--- src/rtl/ex_muldiv_pkg.sv ---
// Shared constants for the EX-stage iterative RV32M multiply/divide unit:
// word width, M-extension funct3 encodings and FSM state encoding.
package ex_muldiv_pkg;

  localparam int XLEN = 32;
  localparam logic [XLEN-1:0] ZERO_WORD = '0;

  localparam logic [2:0] MD_MUL    = 3'b000;
  localparam logic [2:0] MD_MULH   = 3'b001;
  localparam logic [2:0] MD_MULHSU = 3'b010;
  localparam logic [2:0] MD_MULHU  = 3'b011;
  localparam logic [2:0] MD_DIV    = 3'b100;
  localparam logic [2:0] MD_DIVU   = 3'b101;
  localparam logic [2:0] MD_REM    = 3'b110;
  localparam logic [2:0] MD_REMU   = 3'b111;

  localparam logic [1:0] ST_IDLE = 2'd0;
  localparam logic [1:0] ST_CALC = 2'd1;
  localparam logic [1:0] ST_DONE = 2'd2;

endpackage

--- src/rtl/ex_muldiv.sv ---
// Iterative RV32M multiply/divide: 32-cycle shift-add multiply and restoring
// divide on operand magnitudes, sharing one 34-bit adder, with sign fix-up at the end.
module ex_muldiv #(
  parameter int XLEN = 32
) (
  input  logic            clk,
  input  logic            rst,
  input  logic            start_i,
  input  logic [2:0]      mdop_i,
  input  logic [XLEN-1:0] reg1_i,
  input  logic [XLEN-1:0] reg2_i,
  input  logic [4:0]      rd_i,
  input  logic            rd_enable_i,
  input  logic            jump_i,
  output logic            stall_req_o,
  output logic            done_o,
  output logic [XLEN-1:0] result_o,
  output logic [4:0]      rd_o,
  output logic            rd_enable_o
);
  import ex_muldiv_pkg::*;

  logic [1:0]      state;
  logic [4:0]      cnt;
  logic [2:0]      op;
  logic [XLEN-1:0] mcand;      // multiplicand magnitude, or divisor magnitude
  logic [63:0]     acc;        // {high product / partial remainder, multiplier / quotient}
  logic            neg_q;
  logic            neg_r;
  logic [XLEN-1:0] result_q;
  logic [4:0]      rd_q;
  logic            rd_en_q;

  // Operand decode for the accept cycle
  logic            accept;
  logic            is_div;
  logic            sign1;
  logic            sign2;
  logic            a_neg;
  logic            b_neg;
  logic            div_zero;
  logic            div_ovf;
  logic [XLEN-1:0] mag1;
  logic [XLEN-1:0] mag2;
  logic [XLEN-1:0] fast_result;

  always_comb begin
    accept   = (state == ST_IDLE) && start_i && !jump_i;
    is_div   = mdop_i[2];
    sign1    = (mdop_i != MD_MULHU) && (mdop_i != MD_DIVU) && (mdop_i != MD_REMU);
    sign2    = sign1 && (mdop_i != MD_MULHSU);
    a_neg    = sign1 && reg1_i[XLEN-1];
    b_neg    = sign2 && reg2_i[XLEN-1];
    mag1     = a_neg ? -reg1_i : reg1_i;
    mag2     = b_neg ? -reg2_i : reg2_i;
    div_zero = is_div && (reg2_i == ZERO_WORD);
    div_ovf  = is_div && !mdop_i[0] && (reg1_i == {1'b1, {(XLEN-1){1'b0}}})
               && (reg2_i == {XLEN{1'b1}});
    if (div_zero)
      fast_result = mdop_i[1] ? reg1_i : {XLEN{1'b1}};
    else
      fast_result = mdop_i[1] ? ZERO_WORD : {1'b1, {(XLEN-1){1'b0}}};
  end

  // Shared adder: accumulate for multiply, trial subtract for divide
  logic [33:0] add_a;
  logic [33:0] add_b;
  logic        add_cin;
  logic [33:0] add_sum;
  logic [63:0] acc_nxt;

  // NOTE: every variable driven here gets a value on every path, so no latch is inferred.
  always_comb begin
    if (op[2]) begin
      add_a   = {1'b0, acc[63:31]};
      add_b   = ~{2'b00, mcand};
      add_cin = 1'b1;
    end else begin
      add_a   = {2'b00, acc[63:32]};
      add_b   = {2'b00, mcand};
      add_cin = 1'b0;
    end
    add_sum = add_a + add_b + {33'd0, add_cin};
    if (op[2])
      acc_nxt = add_sum[33] ? {acc[62:0], 1'b0} : {add_sum[31:0], acc[30:0], 1'b1};
    else
      acc_nxt = acc[0] ? {add_sum[32:0], acc[31:1]} : {1'b0, acc[63:1]};
  end

  logic [63:0]     prod;
  logic [XLEN-1:0] quo;
  logic [XLEN-1:0] rem;
  logic [XLEN-1:0] final_result;

  always_comb begin
    prod = neg_q ? -acc_nxt : acc_nxt;
    quo  = neg_q ? -acc_nxt[31:0] : acc_nxt[31:0];
    rem  = neg_r ? -acc_nxt[63:32] : acc_nxt[63:32];
    case (op)
      MD_MUL:           final_result = prod[31:0];
      MD_DIV, MD_DIVU:  final_result = quo;
      MD_REM, MD_REMU:  final_result = rem;
      default:          final_result = prod[63:32];
    endcase
  end

  // NOTE: sequential state uses non-blocking assignments so all registers update together.
  always_ff @(posedge clk or negedge rst) begin
    if (!rst) begin
      state    <= ST_IDLE;
      cnt      <= '0;
      op       <= MD_MUL;
      mcand    <= ZERO_WORD;
      acc      <= '0;
      neg_q    <= 1'b0;
      neg_r    <= 1'b0;
      result_q <= ZERO_WORD;
      rd_q     <= '0;
      rd_en_q  <= 1'b0;
    end else begin
      case (state)
        ST_IDLE: begin
          if (accept) begin
            op      <= mdop_i;
            rd_q    <= rd_i;
            rd_en_q <= rd_enable_i;
            neg_q   <= a_neg ^ b_neg;
            neg_r   <= a_neg;
            cnt     <= '0;
            mcand   <= is_div ? mag2 : mag1;
            acc     <= {ZERO_WORD, is_div ? mag1 : mag2};
            if (div_zero || div_ovf) begin
              result_q <= fast_result;
              state    <= ST_DONE;
            end else begin
              state <= ST_CALC;
            end
          end
        end
        ST_CALC: begin
          if (jump_i) begin
            state <= ST_IDLE;
          end else begin
            acc <= acc_nxt;
            cnt <= cnt + 5'd1;
            if (cnt == 5'd31) begin
              result_q <= final_result;
              state    <= ST_DONE;
            end
          end
        end
        default: state <= ST_IDLE;
      endcase
    end
  end

  assign stall_req_o = accept || (state == ST_CALC);
  assign done_o      = (state == ST_DONE) && !jump_i;
  assign result_o    = result_q;
  assign rd_o        = rd_q;
  assign rd_enable_o = rd_en_q;

endmodule

--- config.mk ---
export PLATFORM = sky130hd
export DESIGN_NAME = ex_muldiv
export DESIGN_NICKNAME = d
export VERILOG_FILES = /design/src/rtl/ex_muldiv_pkg.sv /design/src/rtl/ex_muldiv.sv
export SDC_FILE = /design/constraint.sdc
export NUM_CORES = 1
export LEC_CHECK = 0
export CAP_MARGIN = 20
export CORE_MARGIN = 3
export CORE_UTILIZATION = 58
export CTS_CLUSTER_DIAMETER = 100
export DETAILED_ROUTE_END_ITERATION = 7
export PLACE_DENSITY = 0.79
export SLEW_MARGIN = 10
export SYNTH_ARGS = -nofsm -noshare
export SYNTH_HDL_FRONTEND = slang
export SYNTH_SLANG_ARGS = --single-unit
--- constraint.sdc ---
create_clock -name clk -period 18.75 [get_ports clk]
set_input_delay 1.875 -clock clk [delete_from_list [all_inputs] [get_ports clk]]
set_output_delay 1.875 -clock clk [all_outputs]
set_load 0.1 [all_outputs]
### Routed clock nets over the placement

Drawn at 3 px/um.
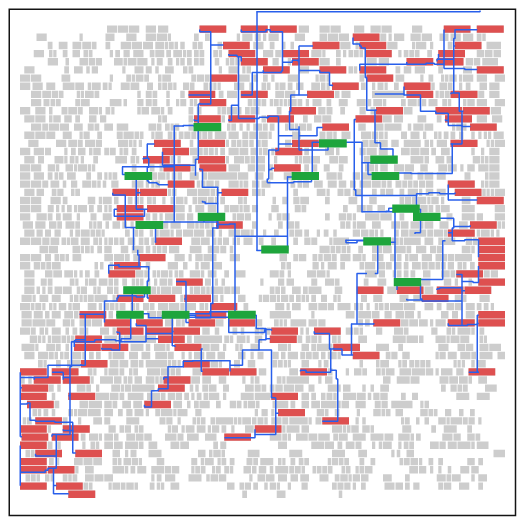
[green] cells driving clock nets | count: 17
[red] flip-flops | count: 146
[blue] clock wires | length: 2270 um
routed clock nets: 18
flops lie: spread over the die
clock power share: 0.133
clk pwr: 0.371 mW

### Cell density map

Drawn at 1.5 px/um. The die is cut into 17 by 17 equal tiles; white is low, dark blue is high, 0 to 100% covered.
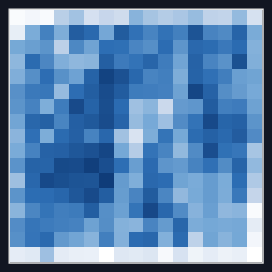
fullest tile: 95%
mean over tiles: 59%
emptiest ninth of the die: bottom right
nearly empty tiles: 0.70%
Core Region: 25500 um2
floorplan-stage core utilization: 0.598
final design utilization: 0.669

power groups by stage:
stage	registers (mW)	logic [mW]	clock network, mW
2_1_floorplan	0.463	1.32	0
3_3_place_gp	0.488	1.80	0
3_5_place_dp	0.492	1.82	0
4_1_cts	0.487	1.83	0.366
5_1_grt	0.500	2.04	0.377
6_report	0.494	1.92	0.371
registers in the layout, indices dropped and copies added, names as in the netlist:
name,flops
op,3
acc,64
rd_enable_o,1
result_o,32
neg_q,1
cnt,5
neg_r,1
rd_o,5
state,2
mcand,32
area by class of cell:
cell class | instances | area, um2 | share of cell area
multi-input combinational | 1711 | 10800 | 0.632
inverter | 52 | 195 | 0.0114
sequential | 146 | 3660 | 0.214
clock buffer | 17 | 425 | 0.0249
tap | 330 | 413 | 0.0242
clock inverter | 15 | 189 | 0.0111
timing repair buffer | 145 | 1400 | 0.0818
final timing paths:
path                                     start                        to  slack, ns  cells after the start
setup / recovery             op[2]$_DFFE_PN0P_  result_o[22]$_DFFE_PN0P_      11.13                     19
hold / removal             rd_o[3]$_DFFE_PN0P_       rd_o[3]$_DFFE_PN0P_       0.48                      2
setup reg to reg             op[2]$_DFFE_PN0P_  result_o[22]$_DFFE_PN0P_      11.13                     19
hold reg to reg            rd_o[3]$_DFFE_PN0P_       rd_o[3]$_DFFE_PN0P_       0.48                      2
max in group asynchronous                  rst         op[2]$_DFFE_PN0P_      16.16                      3
min in group asynchronous                  rst       acc[55]$_DFFE_PN0P_       1.43                      1
Yosys cell counts (all sizes together) (42+ instances only):
master  instances  area share
nand2         258       0.065
inv            51       0.013
dfrtp         146        0.24
nor2          189       0.047
buf            43       0.016
xnor2          79       0.045
xor2           98       0.056
nand3          49       0.017
clkbuf        103       0.025
nor3           42       0.015
a21oi         186       0.062
o21ai         239       0.080
mux2i          43       0.028
==> reports/summary.log <==
[route] routed metal-1 wirelength 24100 um
[worst_setup_path] arrival time worst endpoint 7.93 ns
[pwr] sum of internal, switching and leakage power 2.78 mW
[global_route] GRT met1 Usage 0.585
[placed_design] placed insts 2382
[sta] unrepaired setup endpoints after global routing no
[clock_tree] TritonCTS buffer count 17
[job] max capacitance violation total 0
[pwr] worst vdd rail ir drop 0.000145 V
[worst_setup_path] sort of element at the end of the critical path register
[sta] highest achievable clock rate 131 MHz
[synthesis] post-synth tally of flip-flops with integrated enable 0
[finish] area growth from synthesis to layout 11.9%
[floorplan] Vert. Die Dim 168 um
[finish] Final Instance Area 17100 um2
[synthesis] register share after synthesis 0.239
[job] Tool Warnings 27
[route] routed via count 16900
[route] remaining design rule violation count 3
[hold_path] path category of the worst min-delay check reg2reg
[finish] number of filler cells placed in the layout 2229
[pwr] Flop pwr share 0.177
[route] uppermost layer routed met4
[finish] total inserted antenna cells 0
[floorplan] Site Rows 58
[sta] worst clock skew 0.0137 ns
[placed_design] post-detail-place hpwl 46700 um
[clock_tree] H-tree lvl count 4
[synthesis] mux share 0.0474
[outcome] outcome finished with violations
[global_route] global-route wire length before repair 93000 um
[sta] Pins Over Slew Limit 0
[clock_tree] buffers from clock root to sink, at most 2
[pwr] pwr/cell area 163 nW/um2
[clock_tree] source-to-sink clock delay at the later pin of the worst-skew pair 0.45 ns
[global_route] antenna violations before repair 0
[outcome] violated checks DRC
[synthesis] top comb family, area AND-OR/OR-AND gates
[sta] count of final setup violators 0
[worst_setup_path] startpoint types register
[finish] commonest non-fill, non-tap cells in the layout sky130_fd_sc_hd__nand2_1 (255), sky130_fd_sc_hd__o21ai_0 (217), sky130_fd_sc_hd__nor2_1 (186), sky130_fd_sc_hd__a21oi_1 (180), sky130_fd_sc_hd__dfrtp_1 (145)
[worst_setup_path] Critical Path Max Stage Delay 0.77 ns
[worst_setup_path] cell type of the slowest stage on the worst timing path sky130_fd_sc_hd__buf_4
[synthesis] number of instances in the synthesized netlist 2055
[placed_design] worst-case setup slack after placement 11.45 ns
[floorplan] Chip Footprint 28300 um2
[synthesis] XOR Share, Synth 0.102
[synthesis] Simple-Gate Fraction of Synth Area 0.215
[global_route] total global routing track utilization 0.423
[sta] post-layout period usage 0.406
[clock_tree] TritonCTS clock tree built
[worst_setup_path] cell-by-cell listing of the critical path buf_4 -> mux2_2 -> ha_1 -> a21oi_1 -> o211ai_1 -> nand2_1 -> o21ai_1 -> nor3_1 -> a311oi_2 -> ha_1 -> nand3_1 -> a211o_1 -> nand4b_2 -> or4_1 -> or2_1 -> o31ai_2 -> xor2_1 -> a221oi_1 -> o21ai_1
[synthesis] FFs w/ async S/R, synth 1.00
[global_route] Global Route met3 Usage 0.118
[synthesis] Post-Synth Adder-Cell Area 0.0325
[sta] final-report hold violation count 0
[route] post-detailed-route via-to-cell ratio 6.99
[finish] final non-filler cell total 2416
[synthesis] post-synthesis cell type count 112
[worst_setup_path] required time of the critical path 19.07 ns
[synthesis] synthesized chip area reported by yosys 15300 um2
[placed_design] total cell area at the placement stage 16400 um2
[worst_setup_path] number of buffer and inverter stages on the critical path 1
[clock_tree] CTS clock-pin slew for the worst setup and hold paths 0.07 ns
[sta] worst hold slack 0.475 ns
[global_route] GR Overflow Total 0
[floorplan] horizontal die dimension 168 um
[route] WL/cell 25.5 um
[floorplan] top-level port count 117
[placed_design] final weighted congestion of routability-driven global placement 1.04
[sta] setup TNS 0 ns
[global_route] met2 demand-to-capacity share in global routing 0.616
[route] initial DRC count 2945
[route] remaining antenna violation count after routing 0
[global_route] maximum number of pins on one net before global-route repair 81
[pwr] switching component of the power 1.56 mW
[placed_design] Port-buffer cells 116
[global_route] busiest layer in global routing met2
[synthesis] number of warnings reported in the yosys synthesis log 0
[pwr] switching share of power 0.559
[worst_setup_path] path type of the worst setup path reg2reg
[synthesis] post-synthesis net count 2171
[finish] nets@finish 2189
[worst_setup_path] cell type group with the largest total delay on the critical path AND-OR/OR-AND gates
[global_route] via count of the first global-routing pass 15400
[synthesis] Mapped Area 15300 um2
[route] wire length on met2 25600 um
[pwr] internal power summed over all cells 1.23 mW
No activity file was given, so power comes from the tool's default toggle rates.
